Run 1, power grid:
(4 px per µm) Pins as bars on the die edge.
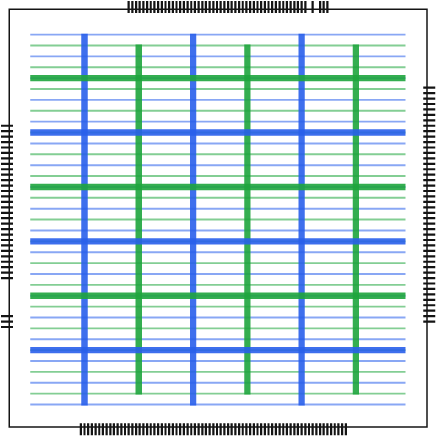
Run 1, cell placement:
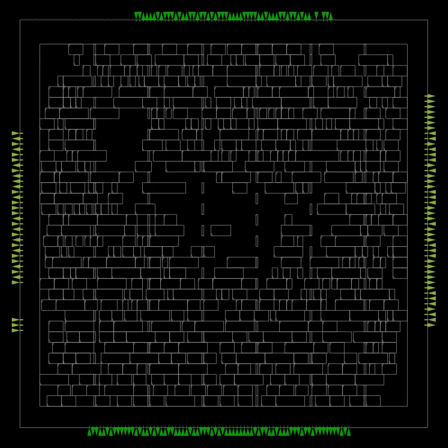
Run 1, cell sizes after repair:
(3 px per µm)
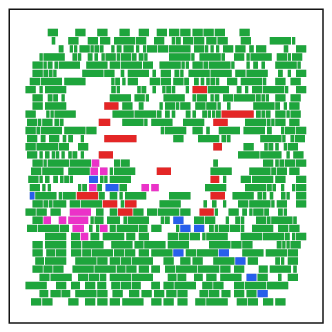
$ cat config.mk
export PLATFORM = sky130hd
export DESIGN_NAME = mem_access_ctrl
export DESIGN_NICKNAME = d
export VERILOG_FILES = /design/src/rtl/mem_access_ctrl_pkg.sv /design/src/rtl/mem_access_ctrl_timeout_cnt.sv /design/src/rtl/mem_access_ctrl.sv
export SDC_FILE = /design/constraint.sdc
export NUM_CORES = 1
export LEC_CHECK = 0
export ABC_AREA = 0
export CAP_MARGIN = 25
export CORE_MARGIN = 5
export CORE_UTILIZATION = 41
export DETAILED_ROUTE_END_ITERATION = 7
export PLACE_DENSITY = 0.9
export SLEW_MARGIN = 20
export SYNTH_ARGS = -nofsm -noshare
export SYNTH_HDL_FRONTEND = slang
export SYNTH_SLANG_ARGS = --single-unit
$ cat constraint.sdc
create_clock -name clk -period 2.2 [get_ports clk]
set_input_delay 0.22 -clock clk [delete_from_list [all_inputs] [get_ports clk]]
set_output_delay 0.22 -clock clk [all_outputs]
set_load 0.05 [all_outputs]
$ cat src/rtl/mem_access_ctrl_pkg.sv
// mem_access_ctrl_pkg: shared data width and MEM-stage FSM state encoding
package mem_access_ctrl_pkg;
    localparam int DSIZE = 32;
    typedef enum logic [1:0] {IDLE = 2'd0, REQ = 2'd1, DONE = 2'd2} state_t;
endpackage

$ cat src/rtl/mem_access_ctrl_timeout_cnt.sv
// mem_timeout_cnt: counts REQ-state cycles and flags the last one before abort
module mem_timeout_cnt #(
    parameter int TIMEOUT = 16
) (
    input  logic clk,
    input  logic rst,
    input  logic clr,
    input  logic en,
    output logic expire
);
    localparam int CW = $clog2(TIMEOUT);
    logic [CW-1:0] cnt_q, cnt_d;
    // Next count: clear dominates, otherwise advance while enabled
    always_comb cnt_d = clr ? '0 : en ? cnt_q + 1'b1 : cnt_q;
    // Count register
    always_ff @(posedge clk) cnt_q <= rst ? '0 : cnt_d;
    assign expire = en & (cnt_q == CW'(TIMEOUT - 1));
endmodule

$ cat src/rtl/mem_access_ctrl.sv
// mem_access_ctrl: MEM-stage req/ack data-memory controller with pipeline stall; MEM_ALIGN_CHECK_EN enables word-alignment check
module mem_access_ctrl
    import mem_access_ctrl_pkg::*;
#(
    parameter int DW      = DSIZE,
    parameter int TIMEOUT = 16
) (
    input  logic          clk,
    input  logic          rst,
    input  logic          mem_read_in,
    input  logic          mem_write_in,
    input  logic [DW-1:0] addr_in,
    input  logic [DW-1:0] wdata_in,
    output logic          stall_out,
    output logic [DW-1:0] rdata_out,
    output logic          rdata_valid,
    output logic          err_out,
    output logic          dm_req,
    output logic          dm_we,
    output logic [DW-1:0] dm_addr,
    output logic [DW-1:0] dm_wdata,
    input  logic          dm_ack,
    input  logic [DW-1:0] dm_rdata
);
    state_t        state_q, state_d;
    logic          req_q, req_d, we_q, we_d, valid_q, valid_d, err_q, err_d;
    logic [DW-1:0] addr_q, addr_d, wdata_q, wdata_d, rdata_q, rdata_d;
    logic          req_any, req_bad, start, in_req, done_ok, abort, expire;

    assign req_any = mem_read_in | mem_write_in;
`ifdef MEM_ALIGN_CHECK_EN
    assign req_bad = (mem_read_in & mem_write_in) | (req_any & (addr_in[1:0] != 2'b00));
`else
    assign req_bad = mem_read_in & mem_write_in;
`endif
    assign in_req    = state_q == REQ;
    assign start     = (state_q == IDLE) & req_any & ~req_bad;
    assign done_ok   = in_req & dm_ack;
    assign abort     = in_req & ~dm_ack & expire;
    assign stall_out = in_req | ((state_q == IDLE) & req_any);

    mem_timeout_cnt #(.TIMEOUT(TIMEOUT)) u_cnt (
        .clk    (clk),
        .rst    (rst),
        .clr    (~in_req),
        .en     (in_req),
        .expire (expire)
    );

    // Next state and registered outputs; DONE always returns to IDLE so ops are separated by a bubble
    always_comb begin
        state_d = (state_q == IDLE) ? (req_bad ? DONE : req_any ? REQ : IDLE)
                : in_req ? ((dm_ack | expire) ? DONE : REQ) : IDLE;
        req_d   = state_d == REQ;
        we_d    = start ? mem_write_in : we_q;
        addr_d  = start ? addr_in : addr_q;
        wdata_d = start ? wdata_in : wdata_q;
        rdata_d = (done_ok & ~we_q) ? dm_rdata : abort ? '0 : rdata_q;
        valid_d = done_ok & ~we_q;
        err_d   = ((state_q == IDLE) & req_bad) | abort;
    end

    // State and output registers
    always_ff @(posedge clk) begin
        if (rst) begin
            state_q <= IDLE;
            req_q   <= 1'b0;
            we_q    <= 1'b0;
            addr_q  <= '0;
            wdata_q <= '0;
            rdata_q <= '0;
            valid_q <= 1'b0;
            err_q   <= 1'b0;
        end else begin
            state_q <= state_d;
            req_q   <= req_d;
            we_q    <= we_d;
            addr_q  <= addr_d;
            wdata_q <= wdata_d;
            rdata_q <= rdata_d;
            valid_q <= valid_d;
            err_q   <= err_d;
        end
    end

    assign dm_req      = req_q;
    assign dm_we       = we_q;
    assign dm_addr     = addr_q;
    assign dm_wdata    = wdata_q;
    assign rdata_out   = rdata_q;
    assign rdata_valid = valid_q;
    assign err_out     = err_q;
endmodule
==> flow_summary.ini, run 1 <==
; generated from flow reports
[placed_design]
numPlacedInstances = 685
number_of_port_buffers = 201
gp_congestion = 0.780

[global_routing]
pin_count_of_the_biggest_net_entering_global_routing = 69
antenna_found_initial = 0
grt_remaining_overflow = 0

[outcome]
status = complete, no violations

[route]
post-route-drc-count = 0
detail_route.first_pass.iterations = 4
detail_route.iter0.violations = 109

[timing]
rsz0062_at_grt = no
finalHoldViolCount = 0
worst_pin_slew_ns = 0.718
post-route-period-util_pct = 85.2

[worst_setup_path]
crit_path_cell_trace = clkdlybuf4s50_1
worst_path_max_delay_cell = clkdlybuf4s50_1
worst_path_dominant_cell_family = buffers and inverters
worst-path-max-fanout = 4

[floorplanning]
pin_count = 202
core_um2 = 8680
rows = 34

[synth]
synth.most_common_cell = nand2_1
area_leaders = dfxtp_1 (58%), nand2_1 (13%), a21oi_1 (9.1%), a22o_1 (5.8%), a22o_2 (2.2%)
ys_seq_elements = 106
postSynth.topFlopCell = dfxtp_1

[run]
drv_cap = 0

[clocking]
cts.root.buffer_cell = clkbuf_8

[final_layout]
post_route_cells_drive_above_1_share_pct = 6.75
fin_nets = 692

[power]
peakVddDrop_uv = 453
p_per_area_nw_per_um2 = 818

[worst_hold_path]
worst_hold_path_type = in2reg
About 'power grid':
| net | colour |
|---|---|
| VDD | green |
| VSS | blue |
met1 rails: 35
met5 straps: 6
signal pins: 202

About 'cell placement':
Finished Layout Cells: 701
fin util: 68.4%
number of fillers in the final layout: 698
number of tap instances: 108
FF+latch count: 106

About 'cell sizes after repair':
| size | colour | cells | share | most used |
|---|---|---|---|---|
| drive 6 and up | red | 16 | 2.7% | clkbuf_8 |
| drive 3 to 4 | magenta | 13 | 2.2% | buf_4 |
| drive 1 or less | green | 553 | 93% | clkdlybuf4s50_1 |
| drive 2 | blue | 11 | 1.9% | a22o_2 |
Area Overhead vs Synth: 63.5%
least setup slack across all paths after layout: 0.326 ns
number of ordinary and repair buffers in the finished layout: 210

## run 1: layout make-up
class / count / area [µm²] / share of cell area, %
repair buffers: 210 / 2080 / 35.1
clock buffers: 9 / 124 / 2.09
multi-input cells: 256 / 1340 / 22.6
inverters: 5 / 18.8 / 0.316
flip-flops and latches: 106 / 2120 / 35.8
clock inverters: 7 / 108 / 1.81
well taps: 108 / 135 / 2.28
## run 1: placed cells by master (no fill, tap or decap), drive strengths merged
cell,instances
a211oi,2
a21oi,66
a22o,32
a22oi,1
a31oi,1
a32oi,1
and2,2
and3,1
buf,11
bufinv,2
clkbuf,9
clkdlybuf4s50,199
clkinvlp,1
dfxtp,106
ha,3
inv,9
nand2,130
nand3,1
nor2,7
nor3b,3
nor4,1
nor4bb,1
or3b,1
or4,1
xnor2,1
xor2,1
## run 1: report_power, final
group	internal [mW]	total [mW]	switching (mW)	leakage [nW]
clock network	0.665	1.35	0.685	0.114
logic	0.515	1.36	0.841	1.27
registers	2.06	2.15	0.0830	0.867
total	3.24	4.85	1.61	2.25
## run 1: final timing paths
check | start | endpoint | slack, ns | cells after the start
max | dm_we | dm_we | 0.33 | 1
min | rst | u_cnt.cnt_q[2] | 0.25 | 3
max reg2reg | state_q[0] | rdata_out[28] | 0.42 | 4
min reg2reg | dm_addr[4] | dm_addr[4] | 0.46 | 2
## run 1: per-layer routing
metal	GRT usage, %	vias up	part of all wire, %
li1	-	1703	-
met1	20.0	1639	38
met2	37.5	120	53
met3	4.66	29	5.5
met4	8.88	0	3.5
met5	0	-	0
## run 1: logic make-up (layout without fill, tap and decap cells)
logic type	Yosys count	count (layout)	synth area share [%]
AND/OR/NAND/NOR	148	148	16.7
XOR/XNOR	2	2	0.483
adder cells (fa/ha/maj)	3	3	1.03
buffers and inverters	35	231	5.00
flip-flops	106	106	58.5
AND-OR/OR-AND	103	103	18.3
## run 1: sequential cells by signal, summed over array words and instances, names as in the netlist
name         cells
dm_req           1
dm_we            1
rdata_out       32
dm_wdata        32
state_q          2
u_cnt.cnt_q      4
err_out          1
rdata_valid      1
dm_addr         32
## run 1: through the flow
step | instance area (µm²) | TNS [ns] | utilization, % | setup WS [ns]
after floorplan | 3630 | 0 | - | 0.512
after global placement | 5700 | 0 | 65.7 | 0.0984
after detailed placement | 5700 | -0.0121 | 65.7 | -0.0121
after CTS | 5930 | 0 | 68.4 | 0.309
after global routing | 5930 | 0 | 68.4 | 0.272
final | 5930 | 0 | 68.4 | 0.326
==> inputs of run 2 (changes only) <==
--- a/config.mk
+++ b/config.mk
@@ -10,6 +10,7 @@
 export CORE_MARGIN = 5
 export CORE_UTILIZATION = 41
 export DETAILED_ROUTE_END_ITERATION = 7
+export HOLD_SLACK_MARGIN = 0.15
 export PLACE_DENSITY = 0.9
 export SLEW_MARGIN = 20
 export SYNTH_ARGS = -nofsm -noshare
Run 2, wiring heat map:
(4 px per µm) 21 x 21 tiles, from dark purple (low) to yellow (high), scaled to the fullest tile. Values are wire area over tile area, all layers added.
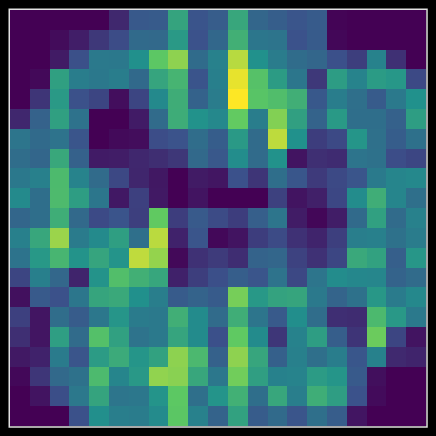
nearly empty tiles: 9.5%
mean over tiles: 0.17
tiles over half the peak: 24%
fullest tile: 0.48
emptiest ninth of the die: north-west

Run 2, a small window of the routed layout:
Region (27, 48) to (77, 98) µm. Cells in grey, sequential cells in the stronger grey; small squares are vias.
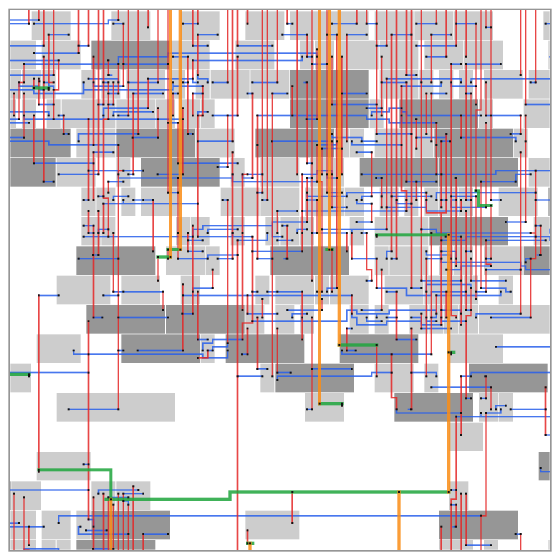
| layer | colour |
|---|---|
| met1 | blue |
| met4 | orange |
| met3 | green |
| met2 | red |
sequential cells in the window: 25
netlist names of flops here include: dm_addr (18), dm_wdata (6)
most frequent: clkdlybuf4s50_1 (48), nand2_1 (47), dfxtp_1 (25)
cells with their middle in the window: 159

==> run 2 against run 1 <==
  * Maximum frequency did not move
  * Combinational power is essentially flat
  * Global-route usage unchanged
  * Register-to-register slack is essentially flat
==> flow_summary.ini, run 2 <==
; generated from flow reports
[outcome]
status = complete, no violations

[synth]
synth-adder-area-share_pct = 1.03
synthMuxAreaShare_pct = 0
top_logic_kind = AND-OR/OR-AND gates
synth.cellmix.compoundShare_pct = 18.3
synth-xor-area-share_pct = 0.483
ys_sh_simple_pct = 16.7
ys_seq_elements = 106
area_leaders = dfxtp_1 (58%), nand2_1 (13%), a21oi_1 (9.1%), a22o_1 (5.8%), a22o_2 (2.2%)
postSynth.topFlopCell = dfxtp_1

[final_layout]
layout.core_utilization_pct = 68.4
area_growth_syn_to_layout_pct = 63.5
post_route_cells_drive_above_1_share_pct = 6.75
commonest_cells_after_routing_fill_and_taps_aside = clkdlybuf4s50_1 (199), nand2_1 (130), dfxtp_1 (106)
fin_nets = 692

[timing]
worst_pin_slew_ns = 0.718
finalHoldViolCount = 0
post-route-worst-setup-slack_ns = 0.326
finalSetupTns_ns = 0
rsz0062_at_grt = no
post-route-period-util_pct = 85.2

[worst_setup_path]
worst_path_dominant_cell_family = buffers and inverters
worst-path-max-fanout = 4
critPathLaunchType = flop
worst_path_max_delay_cell = clkdlybuf4s50_1
crit_path_cell_trace = clkdlybuf4s50_1

[placed_design]
number_of_port_buffers = 201
worst_setup_slack_post_dpl_ns = -0.0121
gp_congestion = 0.780

[power]
p_leak_nw = 2.25
peakVddDrop_uv = 453
p_per_area_nw_per_um2 = 818

[global_routing]
antenna_found_initial = 0
pin_count_of_the_biggest_net_entering_global_routing = 69
grt_remaining_overflow = 0

[route]
detail_route.first_pass.iterations = 4
detail_route.iter0.violations = 109

[floorplanning]
core_um2 = 8680
pin_count = 202

[run]
drv_cap = 0

[worst_hold_path]
worst_hold_path_type = in2reg

[clocking]
ctsHtreeMaxLevel = 3
cts-hold-fix-buffers = 0
-- run 2: cell type report --
class / count / area [µm²]
Clock buffer: 9 / 124
Clock inverter: 7 / 108
Fill cell: 698 / 2750
Inverter: 5 / 18.8
Multi-Input combinational cell: 256 / 1340
Sequential cell: 106 / 2120
Tap cell: 108 / 135
Timing Repair Buffer: 210 / 2080
-- run 2: metal layers --
layer | track usage [%] | up-vias | share of wire, %
met2 | 37.5 | 120 | 53
met5 | 0 | - | 0
met3 | 4.66 | 29 | 5.5
li1 | - | 1703 | -
met4 | 8.88 | 0 | 3.5
met1 | 20.0 | 1639 | 38
-- run 2: metrics by stage --
stage | area [µm²] | std cells
after floorplan | 3630 | 397
after global placement | 5700 | 685
after detailed placement | 5700 | 685
after CTS | 5930 | 701
after global routing | 5930 | 701
final | 5930 | 701
-- run 2: final timing paths --
kind | startpoint | to | slack, ns | cells past startpoint
worst max register to register | state_q[0] | rdata_out[28] | 0.42 | 4
worst max-delay path | dm_we | dm_we | 0.33 | 1
worst min-delay path | rst | u_cnt.cnt_q[2] | 0.25 | 3
worst min register to register | dm_addr[4] | dm_addr[4] | 0.46 | 2
-- run 2: kinds of logic after synthesis --
group / Yosys count
simple gates: 148
xor+xnor: 2
flops: 106
buf+inv: 35
compound gates: 103
fa+ha+maj: 3
-- run 2: power by group --
group          switching [mW]  internal [mW]  total (mW)
Combinational           0.841          0.515        1.36
Sequential             0.0830           2.06        2.15
Clock                   0.685          0.665        1.35
==> inputs of run 3 (changes only) <==
--- a/config.mk
+++ b/config.mk
@@ -9,6 +9,7 @@
 export CAP_MARGIN = 25
 export CORE_MARGIN = 5
 export CORE_UTILIZATION = 41
+export CTS_CLUSTER_SIZE = 25
 export DETAILED_ROUTE_END_ITERATION = 7
 export HOLD_SLACK_MARGIN = 0.15
 export PLACE_DENSITY = 0.9
Run 3, cell sizes after repair:
(3 px per µm)
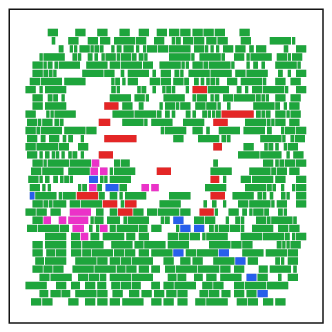
| size | colour | cells | share | most used |
|---|---|---|---|---|
| drive 1 or less | green | 553 | 93% | clkdlybuf4s50_1 |
| drive 2 | blue | 11 | 1.9% | a22o_2 |
| drive 3 to 4 | magenta | 13 | 2.2% | buf_4 |
| drive 6 and up | red | 16 | 2.7% | clkbuf_8 |
Non-Filler Cell Area, Final: 5930 µm²

Run 3, a small window of the routed layout:
Region (27, 48) to (77, 98) µm. Cells in grey, sequential cells in the stronger grey; small squares are vias.
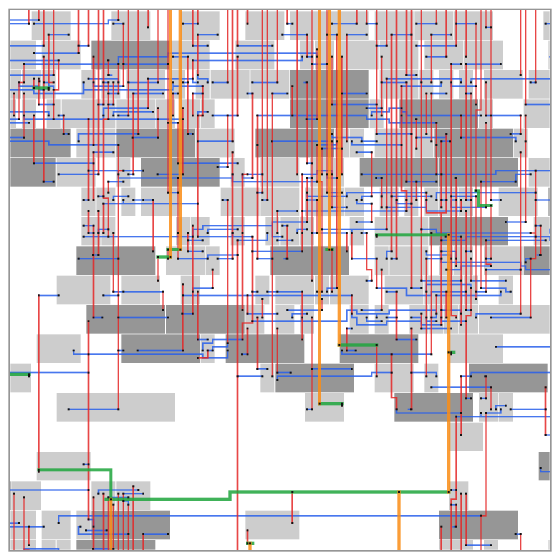
| layer | colour |
|---|---|
| met4 | orange |
| met1 | blue |
| met3 | green |
| met2 | red |
sequential cells in the window: 25
netlist names of flops here include: dm_addr (18), dm_wdata (6)
cells with their middle in the window: 159
most frequent: clkdlybuf4s50_1 (48), nand2_1 (47), dfxtp_1 (25)

==> run 3 against run 2 <==
  * Clock-buffer cell count unchanged
  * Maximum frequency is the same
  * Final area unchanged
  * Largest power group unchanged
  * Worst hold slack is the same
  * Power stayed put
  * Die size unchanged
  * Sequential share of layout area is the same
==> flow_summary.ini, run 3 <==
; generated from flow reports
[global_routing]
grt_remaining_overflow = 0
antenna_found_initial = 0
pin_count_of_the_biggest_net_entering_global_routing = 69

[power]
sw_frac_of_total_pct = 33.2
p_sw_mw = 1.61
p_comb_share_pct = 27.9
p_per_area_nw_per_um2 = 818
peakVddDrop_uv = 453

[worst_hold_path]
hold-path-endpoint = u_cnt.cnt_q[2]
holdPathStages = 3

[final_layout]
post_route_cells_drive_above_1_share_pct = 6.75
commonest_cells_after_routing_fill_and_taps_aside = clkdlybuf4s50_1 (199), nand2_1 (130), dfxtp_1 (106)
fin_nets = 692
layout.core_utilization_pct = 68.4
area_growth_syn_to_layout_pct = 63.5

[route]
detail_route.iter0.violations = 109

[placed_design]
number_of_port_buffers = 201

[synth]
ys_seq_elements = 106
postSynth.topFlopCell = dfxtp_1
synth-adder-area-share_pct = 1.03
synthMuxAreaShare_pct = 0
synth.cellmix.compoundShare_pct = 18.3
ys_sh_simple_pct = 16.7

[worst_setup_path]
critPathLaunchType = flop

[timing]
post-route-period-util_pct = 85.2
worst_pin_slew_ns = 0.718
finalHoldViolCount = 0

[run]
drv_cap = 0

[outcome]
status = complete, no violations
-- run 3: worst max path at each step --
stage | slack, ns | end | depth (start not counted) | startpoint
final | 0.33 | dm_we | 1 | dm_we
after global routing | 0.27 | dm_we | 1 | dm_we
after detailed placement | -0.01 | dm_wdata[8] | 7 | mem_write_in
after CTS | 0.31 | dm_we | 1 | dm_we
after global placement | 0.1 | dm_addr[7] | 7 | mem_write_in
after floorplan | 0.51 | rdata_out[22] | 4 | dm_we
-- run 3: power groups by stage --
stage / Sequential (mW) / Combinational [mW] / Clock (mW)
after global routing: 2.16 / 1.43 / 1.46
final: 2.15 / 1.36 / 1.35
after detailed placement: 2.19 / 1.36 / 0
after CTS: 2.15 / 1.37 / 1.39
after floorplan: 2.66 / 0.342 / 0
after global placement: 2.18 / 1.33 / 0
-- run 3: metrics by stage --
step	std cells	instance area (µm²)	setup TNS [ns]	worst slack, ns
global placement	685	5700	0	0.0984
finish	701	5930	0	0.326
global route	701	5930	0	0.272
detailed placement	685	5700	-0.0121	-0.0121
CTS	701	5930	0	0.309
floorplan	397	3630	0	0.512
-- run 3: worst register-to-register path, cell delays in order (launching register included) --
cell     delay [ns]
dfxtp_1        0.52
or3b_4         0.46
nor3b_4        0.19
buf_4          0.35
a22o_2         0.21
-- run 3: cells by family after synthesis --
| group | count (synthesis) |
|---|---|
| DFF | 106 |
| buffers and inverters | 35 |
| adders and majority gates | 3 |
| AOI/OAI and AO/OA | 103 |
| and+or+nand+nor | 148 |
| xor gates and xnor gates | 2 |
-- run 3: metal layers --
metal  part of all wire, %  up-vias  global-route usage, %
li1                      -     1703                      -
met1                    38     1639                   20.0
met2                    53      120                   37.5
met3                   5.5       29                   4.66
met4                   3.5        0                   8.88
met5                     0        -                      0
-- run 3: area by class of cell --
type | count | area, µm²
clock buffers | 9 | 124
clock inverters | 7 | 108
fillers | 698 | 2750
inverters | 5 | 18.8
multi-input cells | 256 | 1340
flip-flops and latches | 106 | 2120
well taps | 108 | 135
repair buffers | 210 | 2080
Power and IR drop assume default switching activity.
